`config.mk`:
```
export PLATFORM = sky130hd
export DESIGN_NAME = adaptive_seq_ctrl_flat
export DESIGN_NICKNAME = d
export VERILOG_FILES = /design/src/rtl/adaptive_seq_ctrl_if.sv /design/src/rtl/adaptive_seq_ctrl.sv /design/src/flat_wrapper.sv
export SDC_FILE = /design/constraint.sdc
export NUM_CORES = 1
export LEC_CHECK = 0
export ABC_CLOCK_PERIOD_IN_PS = 6200
export CAP_MARGIN = 20
export CORE_ASPECT_RATIO = 1.1
export CORE_MARGIN = 2
export CORE_UTILIZATION = 55
export CTS_CLUSTER_SIZE = 40
export DETAILED_ROUTE_END_ITERATION = 6
export PLACE_DENSITY = 0.86
export RECOVER_POWER = 50
export SYNTH_ARGS = -nofsm -noshare
export SYNTH_HDL_FRONTEND = slang
export SYNTH_SLANG_ARGS = --single-unit
```
`constraint.sdc`:
```
create_clock -name clock -period 6.2 [get_ports clock]
set_input_delay 0.93 -clock clock [delete_from_list [all_inputs] [get_ports clock]]
set_output_delay 0.93 -clock clock [all_outputs]
set_load 0.02 [all_outputs]
```
`src/rtl/adaptive_seq_ctrl_if.sv`:
```
// Handshake/status bundle between the adaptive-thresholding sequencer and its environment.
// master: the side that drives start/finished flags; slave: the sequencer itself.
interface adaptive_seq_ctrl_if #(
    parameter int unsigned TIMEOUT_BITS = 20
);
    logic                    iStart;
    logic                    iMeanFinished;
    logic                    iThreshFinished;
    logic [2:0]              oGlobalState;
    logic                    oStageResetN;
    logic                    oBusy;
    logic                    oDone;
    logic                    oError;
    logic [TIMEOUT_BITS-1:0] oMeanCycles;
    logic [TIMEOUT_BITS-1:0] oThreshCycles;

    modport master (
        output iStart, iMeanFinished, iThreshFinished,
        input  oGlobalState, oStageResetN, oBusy, oDone, oError,
        input  oMeanCycles, oThreshCycles
    );

    modport slave (
        input  iStart, iMeanFinished, iThreshFinished,
        output oGlobalState, oStageResetN, oBusy, oDone, oError,
        output oMeanCycles, oThreshCycles
    );
endinterface

```
`src/rtl/adaptive_seq_ctrl.sv`:
```
// Top-level sequencer for the adaptive-thresholding pipeline: CLEAR (stage reset),
// MEAN (threshold map), THRESH (binarisation + drain), then DONE or ERROR on watchdog expiry.
// Optional per-stage cycle counters are built only when ADAPTIVE_SEQ_PERF_EN is defined.
module adaptive_seq_ctrl #(
    parameter int unsigned RST_CYCLES   = 4,
    parameter int unsigned DRAIN_CYCLES = 2,
    parameter int unsigned TIMEOUT_BITS = 20
) (
    input  logic                 clock,
    input  logic                 not_reset,
    adaptive_seq_ctrl_if.slave   bus
);

    localparam int unsigned CNT_MAX = (RST_CYCLES > DRAIN_CYCLES) ? RST_CYCLES : DRAIN_CYCLES;
    localparam int unsigned CNT_W   = $clog2(CNT_MAX + 1);

    typedef enum logic [2:0] {
        ST_IDLE   = 3'd0,
        ST_MEAN   = 3'd1,
        ST_THRESH = 3'd2,
        ST_DONE   = 3'd3,
        ST_ERROR  = 3'd4,
        ST_CLEAR  = 3'd5
    } state_e;

    state_e                  state_q, state_d;
    logic                    start_q, start_d;
    logic [CNT_W-1:0]        cnt_q, cnt_d;
    logic                    drain_q, drain_d;
    logic [TIMEOUT_BITS-1:0] wd_q, wd_d;
    logic                    rstn_q, rstn_d;
    logic                    busy_q, busy_d;
    logic                    done_q, done_d;
    logic                    error_q, error_d;
    logic                    start_edge;
    logic                    wd_max;

    // Next-state, counters and registered-output values.
    always_comb begin
        state_d    = state_q;
        cnt_d      = cnt_q;
        drain_d    = drain_q;
        wd_d       = wd_q;
        start_d    = bus.iStart;
        start_edge = bus.iStart & ~start_q;
        wd_max     = (wd_q == '1);

        case (state_q)
            ST_IDLE, ST_DONE, ST_ERROR: begin
                if (start_edge) state_d = ST_CLEAR;
            end
            ST_CLEAR: begin
                if (cnt_q == CNT_W'(RST_CYCLES - 1)) state_d = ST_MEAN;
                else                                 cnt_d   = cnt_q + CNT_W'(1);
            end
            ST_MEAN: begin
                if (bus.iMeanFinished) state_d = ST_THRESH;
                else if (wd_max)       state_d = ST_ERROR;
                else                   wd_d    = wd_q + TIMEOUT_BITS'(1);
            end
            ST_THRESH: begin
                // Watchdog stays frozen once draining; cnt_q is still 0 when drain starts.
                if (drain_q) begin
                    if (cnt_q == CNT_W'(DRAIN_CYCLES - 1)) state_d = ST_DONE;
                    else                                   cnt_d   = cnt_q + CNT_W'(1);
                end else if (bus.iThreshFinished) begin
                    if (DRAIN_CYCLES == 0) state_d = ST_DONE;
                    else                   drain_d = 1'b1;
                end else if (wd_max) begin
                    state_d = ST_ERROR;
                end else begin
                    wd_d = wd_q + TIMEOUT_BITS'(1);
                end
            end
            default: state_d = ST_IDLE;
        endcase

        if (state_d != state_q) begin
            wd_d    = '0;
            cnt_d   = '0;
            drain_d = 1'b0;
        end

        rstn_d  = (state_d != ST_CLEAR);
        busy_d  = (state_d == ST_CLEAR) || (state_d == ST_MEAN) || (state_d == ST_THRESH);
        done_d  = (state_d == ST_DONE);
        error_d = (state_d == ST_ERROR);
    end

    // State, counters and output registers with asynchronous active-low reset.
    always_ff @(posedge clock or negedge not_reset) begin
        if (!not_reset) begin
            state_q <= ST_IDLE;
            start_q <= 1'b0;
            cnt_q   <= '0;
            drain_q <= 1'b0;
            wd_q    <= '0;
            rstn_q  <= 1'b1;
            busy_q  <= 1'b0;
            done_q  <= 1'b0;
            error_q <= 1'b0;
        end else begin
            state_q <= state_d;
            start_q <= start_d;
            cnt_q   <= cnt_d;
            drain_q <= drain_d;
            wd_q    <= wd_d;
            rstn_q  <= rstn_d;
            busy_q  <= busy_d;
            done_q  <= done_d;
            error_q <= error_d;
        end
    end

    assign bus.oGlobalState = state_q;
    assign bus.oStageResetN = rstn_q;
    assign bus.oBusy        = busy_q;
    assign bus.oDone        = done_q;
    assign bus.oError       = error_q;

`ifdef ADAPTIVE_SEQ_PERF_EN
    localparam int unsigned SUM_W = TIMEOUT_BITS + 33;

    logic [TIMEOUT_BITS-1:0] mean_cyc_q, mean_cyc_d;
    logic [TIMEOUT_BITS-1:0] thr_cyc_q, thr_cyc_d;
    logic [SUM_W-1:0]        mean_sum, thr_sum;

    // Latch per-stage cycle counts on stage exit, saturating at all-ones.
    always_comb begin
        mean_cyc_d = mean_cyc_q;
        thr_cyc_d  = thr_cyc_q;
        mean_sum   = SUM_W'(wd_q) + SUM_W'(1);
        thr_sum    = SUM_W'(wd_q) + SUM_W'(1) + SUM_W'(DRAIN_CYCLES);
        if (state_q == ST_MEAN && state_d == ST_THRESH)
            mean_cyc_d = (|mean_sum[SUM_W-1:TIMEOUT_BITS]) ? '1 : mean_sum[TIMEOUT_BITS-1:0];
        if (state_q == ST_THRESH && state_d == ST_DONE)
            thr_cyc_d = (|thr_sum[SUM_W-1:TIMEOUT_BITS]) ? '1 : thr_sum[TIMEOUT_BITS-1:0];
        if (state_q == ST_MEAN && state_d == ST_ERROR)
            mean_cyc_d = '1;
        if (state_q == ST_THRESH && state_d == ST_ERROR)
            thr_cyc_d = '1;
    end

    // Perf registers.
    always_ff @(posedge clock or negedge not_reset) begin
        if (!not_reset) begin
            mean_cyc_q <= '0;
            thr_cyc_q  <= '0;
        end else begin
            mean_cyc_q <= mean_cyc_d;
            thr_cyc_q  <= thr_cyc_d;
        end
    end

    assign bus.oMeanCycles   = mean_cyc_q;
    assign bus.oThreshCycles = thr_cyc_q;
`else
    assign bus.oMeanCycles   = '0;
    assign bus.oThreshCycles = '0;
`endif

endmodule
```
`src/flat_wrapper.sv`:
```
// flat-port wrapper written by rule: the top's interface ports become plain ports
module adaptive_seq_ctrl_flat 
#(
    parameter int unsigned RST_CYCLES   = 4,
    parameter int unsigned DRAIN_CYCLES = 2,
    parameter int unsigned TIMEOUT_BITS = 20
)
  (clock, not_reset, bus_iStart, bus_iMeanFinished, bus_iThreshFinished, bus_oGlobalState, bus_oStageResetN, bus_oBusy, bus_oDone, bus_oError, bus_oMeanCycles, bus_oThreshCycles);
  adaptive_seq_ctrl_if #(.TIMEOUT_BITS(TIMEOUT_BITS)) bus_i ();
  input  logic clock;
  input  logic not_reset;
  input wire logic [$bits(bus_i.iStart)-1:0] bus_iStart;
  input wire logic [$bits(bus_i.iMeanFinished)-1:0] bus_iMeanFinished;
  input wire logic [$bits(bus_i.iThreshFinished)-1:0] bus_iThreshFinished;
  output wire logic [$bits(bus_i.oGlobalState)-1:0] bus_oGlobalState;
  output wire logic [$bits(bus_i.oStageResetN)-1:0] bus_oStageResetN;
  output wire logic [$bits(bus_i.oBusy)-1:0] bus_oBusy;
  output wire logic [$bits(bus_i.oDone)-1:0] bus_oDone;
  output wire logic [$bits(bus_i.oError)-1:0] bus_oError;
  output wire logic [$bits(bus_i.oMeanCycles)-1:0] bus_oMeanCycles;
  output wire logic [$bits(bus_i.oThreshCycles)-1:0] bus_oThreshCycles;
  assign bus_i.iStart = bus_iStart;
  assign bus_i.iMeanFinished = bus_iMeanFinished;
  assign bus_i.iThreshFinished = bus_iThreshFinished;
  assign bus_oGlobalState = bus_i.oGlobalState;
  assign bus_oStageResetN = bus_i.oStageResetN;
  assign bus_oBusy = bus_i.oBusy;
  assign bus_oDone = bus_i.oDone;
  assign bus_oError = bus_i.oError;
  assign bus_oMeanCycles = bus_i.oMeanCycles;
  assign bus_oThreshCycles = bus_i.oThreshCycles;
  adaptive_seq_ctrl #(.RST_CYCLES(RST_CYCLES), .DRAIN_CYCLES(DRAIN_CYCLES), .TIMEOUT_BITS(TIMEOUT_BITS)) u_core (.clock(clock), .not_reset(not_reset), .bus(bus_i));
endmodule
```
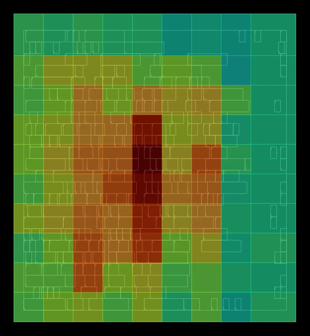
*Track usage over the die, run 1*
met2 global-route usage: 32.5%
M1 GR Usage: 27.5%
GRT Overall Usage: 20.8%
post-DR wirelength/cell: 14.5 um
Top Usage Layer GRT: met2

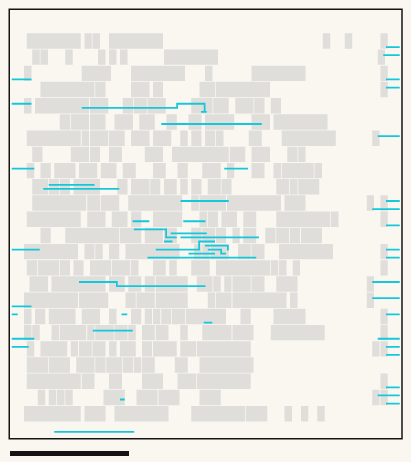
*Metal 3, run 1*
Scale bar: 20 um.
- nets with wire on the layer: 44
- main direction: horizontal
- wire length on this layer: 262 um

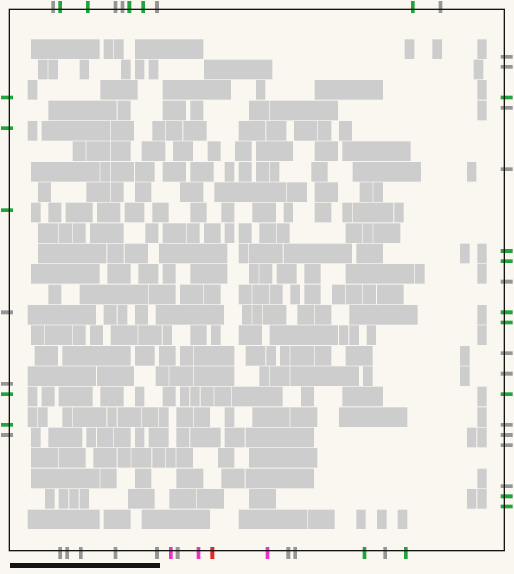
*Ports around the boundary, run 1*
Scale bar: 20 um. Pins as bars across the die edge, other pins in gray.
- green: bus_oThreshCycles (pins 20; direction output; edge 8 right, 5 top, 5 left, 2 bottom)
- red: bus_oError (pins 1; direction output; edge bottom)
- magenta: bus_oGlobalState (pins 3; direction output; edge bottom)
- all pins by edge: 19 right, 15 bottom, 10 top, 8 left

==> results.toml, run 1 <==
# implementation run metrics
[yosys]
number_of_flops_mapped_to_enable_cells_by_yosys = 0
post_synth_ao_oa_area_fraction_pct = 15.8
post_synthesis_cell_type_with_the_largest_combined_area = "sky130_fd_sc_hd__dfrtp_1"
synth_top_flop_cell = "sky130_fd_sc_hd__dfrtp_1"
synth.cellmix.simpleShare_pct = 22.1
post_synth_main_logic_family = "simple AND/OR/NAND/NOR gates"
synthCells = 254
yosysSeqAreaShare_pct = 34.9
ys_top_cells_by_area = "sky130_fd_sc_hd__dfrtp_1 34%, sky130_fd_sc_hd__buf_4 13%, sky130_fd_sc_hd__nor3_1 4.4%"
yosys_warnings = 0
synth_cell_types = 49
postSynthRegisterBits = 32
netlist_top_cells_count = "40 x sky130_fd_sc_hd__buf_4, 31 x sky130_fd_sc_hd__dfrtp_1, 20 x sky130_fd_sc_hd__nor3_1"
post-synth-top-area-fraction_pct = 33.7
synth_chip_area_um2 = 2300
synth_async_sr_flop_share_pct = 100

[finish]
final_nets = 272
design.seq.count = 32
largest-register = "u_core.wd_q"
final_layout_size_suffix_gt1_share_pct = 7.20
flop_share_of_the_area_pct = 33.8
nonClkBufAreaFrac_pct = 5.74
mostFrequentLayoutCell = "sky130_fd_sc_hd__conb_1"
largest_reg_flops = 20
n_fill_cell = 368
finalCoreUtilization_pct = 59.5
n_all_inverters = 10
stdcell_area_um2 = 2370
n_clock_buffer = 8
area_overhead_of_the_layout_relative_to_synthesis_pct = 3.21
proportion_of_cell_area_occupied_by_multi_input_gates_pct = 52.8
antennaDiodeCount = 0

[detailed_routing]
drtIter0Drc = 78
dr_wl_met2_um = 2310

[min_path]
holdCritStartpoint = "u_core.wd_q[12]"
hold_path_class = "reg -> reg"
hold_depth = 3

[power]
power_switching_w = 0.000321
cell_internal_pwr_w = 0.000440
max-vdd-ir-drop_uv = 244
pg_comb_w = 0.000310
sequentialPower_w = 0.000297
p_leak_nw = 0.966
pwr-share-seq_pct = 39.0
group_drawing_the_most_power = "combinational cells"
pwr.group.clock_w = 0.000154
comb_power_share_pct = 40.8

[flow_run]
tool_warnings = 27
max-cap-violations = 1

[die]
die-height_um = 71.8
boundaryPins = 52
core_area_um2 = 3990
die_area_um2 = 4720
fp-row-count = 24

[setup_path]
worst-endpoint-required_ps = 6360
critical_path_cell_count = 7
critical_path.endpoint_type = "flip-flop"
crit_arrival_ps = 3470
cp-endpoint = "u_core.cnt_q[2]"
critPathKind = "in -> reg"
critical-path-slowest-cell = "sky130_fd_sc_hd__a21oi_1"
timing.rr.end = "u_core.cnt_q[2]"

[clock_tree]
tritoncts = "done"
htree_num_levels = 2
clock_latency_ps = 290
inserted_clock_buffers = 5
cts_max_path_buffers = 2

[place]
placed_cell_area_um2 = 2280
hpwlAfterDp_um = 3100

[global_routing]
pin_count_of_the_biggest_net_entering_global_routing = 33
grt_pass1_wl_um = 7470
grt_pass1_vias = 1574

[timing]
worst_hold_slack_ps = 584
hold_viol_final = 0
finalClockPeriodUsage_pct = 53.3
post-route-min-period_ps = 3310
report.final.slew_viol_count = 33
final.setup.worst_slack_ps = 2890
finalSetupViolations = 0
tns_ps = 0

[outcome]
violated_checks = "max-capacitance violations, max-slew violations"
outcome = "complete, but fails checks"
==> run 1 -> run 2 <==
--- a/config.mk
+++ b/config.mk
@@ -5,14 +5,14 @@
 export SDC_FILE = /design/constraint.sdc
 export NUM_CORES = 1
 export LEC_CHECK = 0
-export ABC_CLOCK_PERIOD_IN_PS = 6200
+export ABC_CLOCK_PERIOD_IN_PS = 2700
 export CAP_MARGIN = 20
 export CORE_ASPECT_RATIO = 1.1
 export CORE_MARGIN = 2
-export CORE_UTILIZATION = 55
+export CORE_UTILIZATION = 46
 export CTS_CLUSTER_SIZE = 40
 export DETAILED_ROUTE_END_ITERATION = 6
-export PLACE_DENSITY = 0.86
+export PLACE_DENSITY = 0.77
 export RECOVER_POWER = 50
 export SYNTH_ARGS = -nofsm -noshare
 export SYNTH_HDL_FRONTEND = slang
==> constraint.sdc (replaced) <==
create_clock -name clock -period 2.7 [get_ports clock]
set_input_delay 0.405 -clock clock [delete_from_list [all_inputs] [get_ports clock]]
set_output_delay 0.405 -clock clock [all_outputs]
set_load 0.02 [all_outputs]
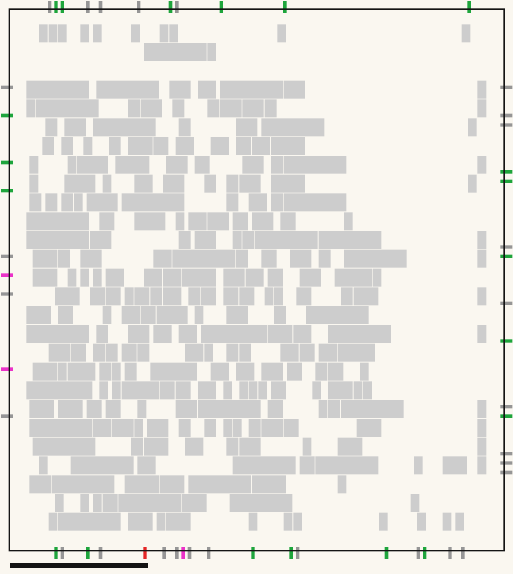
*Ports around the boundary, run 2*
Scale bar: 20 um. Pins as bars across the die edge, other pins in gray.
- red: bus_oError (pins 1; direction output; edge bottom)
- green: bus_oThreshCycles (pins 20; direction output; edge 6 bottom, 6 top, 5 right, 3 left)
- magenta: bus_oGlobalState (pins 3; direction output; edge 2 left, 1 bottom)
- all pins by edge: 18 bottom, 14 right, 11 top, 9 left
Die H: 78.2 um
horizontal extent of the die: 71.4 um
Buffers on Ports: 11

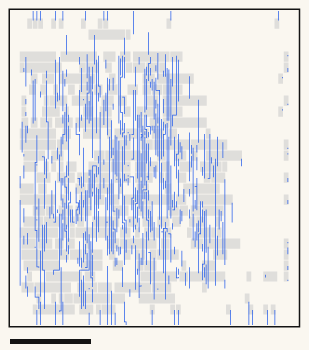
*Met2 routing, run 2*
Scale bar: 20 um.
- main direction: vertical
- longest straight run: 32.0 um
- share of all routed wire: 51%
- wire length on this layer: 2,240 um
- nets with wire on the layer: 237
met2 global-route usage: 28.1%
detailed-route via count: 1,779
total wirelength of the detailed-routed design: 4440 um

==> run 2 against run 1 <==
The flow still finishes with violations (max-capacitance violations, max-slew violations). Utilization is 9.4 points lower. Synthesized cell count unchanged. Synthesized area is the same. Sequential power up 120%. Total power grew 140%. Die area grew 18%. Non-clock buffer count grew 9. Count of clock-buffer cells in the layout unchanged. Register-to-register slack got worse by 2800 ps. Hold slack gained 15 ps.
==> results.toml, run 2 <==
# implementation run metrics
[yosys]
post_synth_ao_oa_area_fraction_pct = 15.8
number_of_flops_mapped_to_enable_cells_by_yosys = 0
postSynthRegisterBits = 32
synth_async_sr_flop_share_pct = 100
post_synth_main_logic_family = "simple AND/OR/NAND/NOR gates"
synthCells = 254
synth_cell_types = 49
synth.cellmix.simpleShare_pct = 22.1
yosys_warnings = 0

[finish]
n_clock_buffer = 8
largest_reg_flops = 20
n_fill_cell = 477
mostFrequentLayoutCell = "sky130_fd_sc_hd__conb_1"
antennaDiodeCount = 0
largest-register = "u_core.wd_q"

[setup_path]
timing.rr.end = "u_core.wd_q[10]"
crit_arrival_ps = 2360
worst-endpoint-required_ps = 2870
critical_path_cell_count = 6
cp-endpoint = "u_core.wd_q[10]"
critPathKind = "reg -> reg"

[outcome]
violated_checks = "max-capacitance violations, max-slew violations"
outcome = "complete, but fails checks"

[power]
pg_comb_w = 0.000772
max-vdd-ir-drop_uv = 657
cell_internal_pwr_w = 0.00107

[die]
core_area_um2 = 4900
die_area_um2 = 5580

[global_routing]
pin_count_of_the_biggest_net_entering_global_routing = 33

[min_path]
hold_depth = 3

[clock_tree]
htree_num_levels = 2
cts_max_path_buffers = 2

[timing]
finalSetupViolations = 0
tns_ps = 0
finalClockPeriodUsage_pct = 81.0
worst_hold_slack_ps = 599
report.final.slew_viol_count = 33

[flow_run]
max-cap-violations = 1
==> run 2 -> run 3 <==
--- a/config.mk
+++ b/config.mk
@@ -5,7 +5,7 @@
 export SDC_FILE = /design/constraint.sdc
 export NUM_CORES = 1
 export LEC_CHECK = 0
-export ABC_CLOCK_PERIOD_IN_PS = 2700
+export ABC_CLOCK_PERIOD_IN_PS = 1800
 export CAP_MARGIN = 20
 export CORE_ASPECT_RATIO = 1.1
 export CORE_MARGIN = 2
==> constraint.sdc (replaced) <==
create_clock -name clock -period 1.8 [get_ports clock]
set_input_delay 0.27 -clock clock [delete_from_list [all_inputs] [get_ports clock]]
set_output_delay 0.27 -clock clock [all_outputs]
set_load 0.02 [all_outputs]
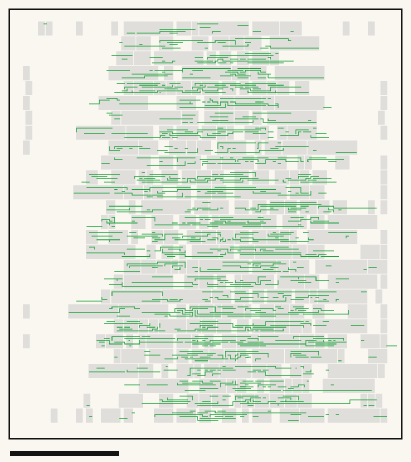
*The metal 1 layer, run 3*
Scale bar: 20 um.
- nets with wire on the layer: 282
- share of all routed wire: 40%
- longest straight run: 18.4 um
- wire length on this layer: 2,430 um
- main direction: horizontal

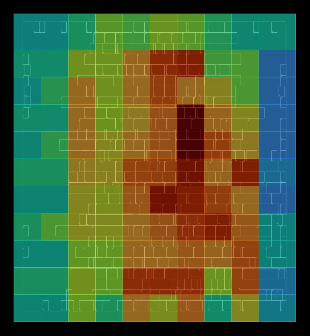
*Track usage over the die, run 3*
M1 GR Usage: 24.8%
met3 GRT Util: 4.11%
post-DR wirelength/cell: 15.7 um
Util after Layout: 62.9%
met2 global-route usage: 34.5%

==> run 3 against run 2 <==
The flow finishes with violations (negative setup slack). Sequential share of layout area shrank 6.6 points. Clock power grew 100%. Synthesized cell count unchanged. Register-to-register slack lost 630 ps. Flip-flop count did not move. Total power is 89% higher. Critical endpoint is now u_core.wd_q[8]. Hold slack worse by 10 ps.
==> results.toml, run 3 <==
# implementation run metrics
[outcome]
outcome = "complete, but fails checks"
violated_checks = "negative setup slack"

[finish]
design.seq.count = 32
area_overhead_of_the_layout_relative_to_synthesis_pct = 33.9
mostFrequentLayoutCell = "sky130_fd_sc_hd__buf_4"
n_all_inverters = 10
largest-register = "u_core.wd_q"
stdcell_area_um2 = 3080
final_layout_size_suffix_gt1_share_pct = 33.4
largest_reg_flops = 20

[yosys]
postSynthRegisterBits = 32
synth_top_flop_cell = "sky130_fd_sc_hd__dfrtp_1"
synth.cellmix.simpleShare_pct = 22.1
post_synth_ao_oa_area_fraction_pct = 15.8
synth_cell_types = 49
post-synth-top-area-fraction_pct = 33.7
yosysSeqAreaShare_pct = 34.9
yosys_warnings = 0
synth_chip_area_um2 = 2300
netlist_top_cells_count = "40 x sky130_fd_sc_hd__buf_4, 31 x sky130_fd_sc_hd__dfrtp_1, 20 x sky130_fd_sc_hd__nor3_1"
post_synthesis_cell_type_with_the_largest_combined_area = "sky130_fd_sc_hd__dfrtp_1"
synthCells = 254

[setup_path]
critical_path.endpoint_type = "flip-flop"
worst-endpoint-required_ps = 2010
critical-path-slowest-cell = "sky130_fd_sc_hd__or4b_4"
critical_path_cell_count = 7
cp-endpoint = "u_core.wd_q[8]"

[detailed_routing]
dr_wl_met2_um = 3050
drtIter0Drc = 211
postRouteWirelength_um = 6080
detailroute.via_count = 2174

[flow_run]
max-cap-violations = 0
tool_warnings = 30

[global_routing]
grt_pass1_vias = 1946
grt_pass1_wl_um = 9140
globalRoute.busiestLayer = "met2"

[power]
pg_comb_w = 0.00165
cell_internal_pwr_w = 0.00207
comb_power_share_pct = 48.9
max-vdd-ir-drop_uv = 526
group_drawing_the_most_power = "combinational cells"
pwr.group.clock_w = 0.000765

[timing]
finalClockPeriodUsage_pct = 108
worst_hold_slack_ps = 589
finalSetupViolations = 28
tns_ps = -2980
report.final.slew_viol_count = 0
final.setup.worst_slack_ps = -140

[place]
place.port_buffers = 11

[min_path]
hold_path_class = "in -> async"

[die]
fp-row-count = 27
floorplan.die.width_um = 71.4
Power figures rest on the tool's default switching activity, not on a simulated workload.
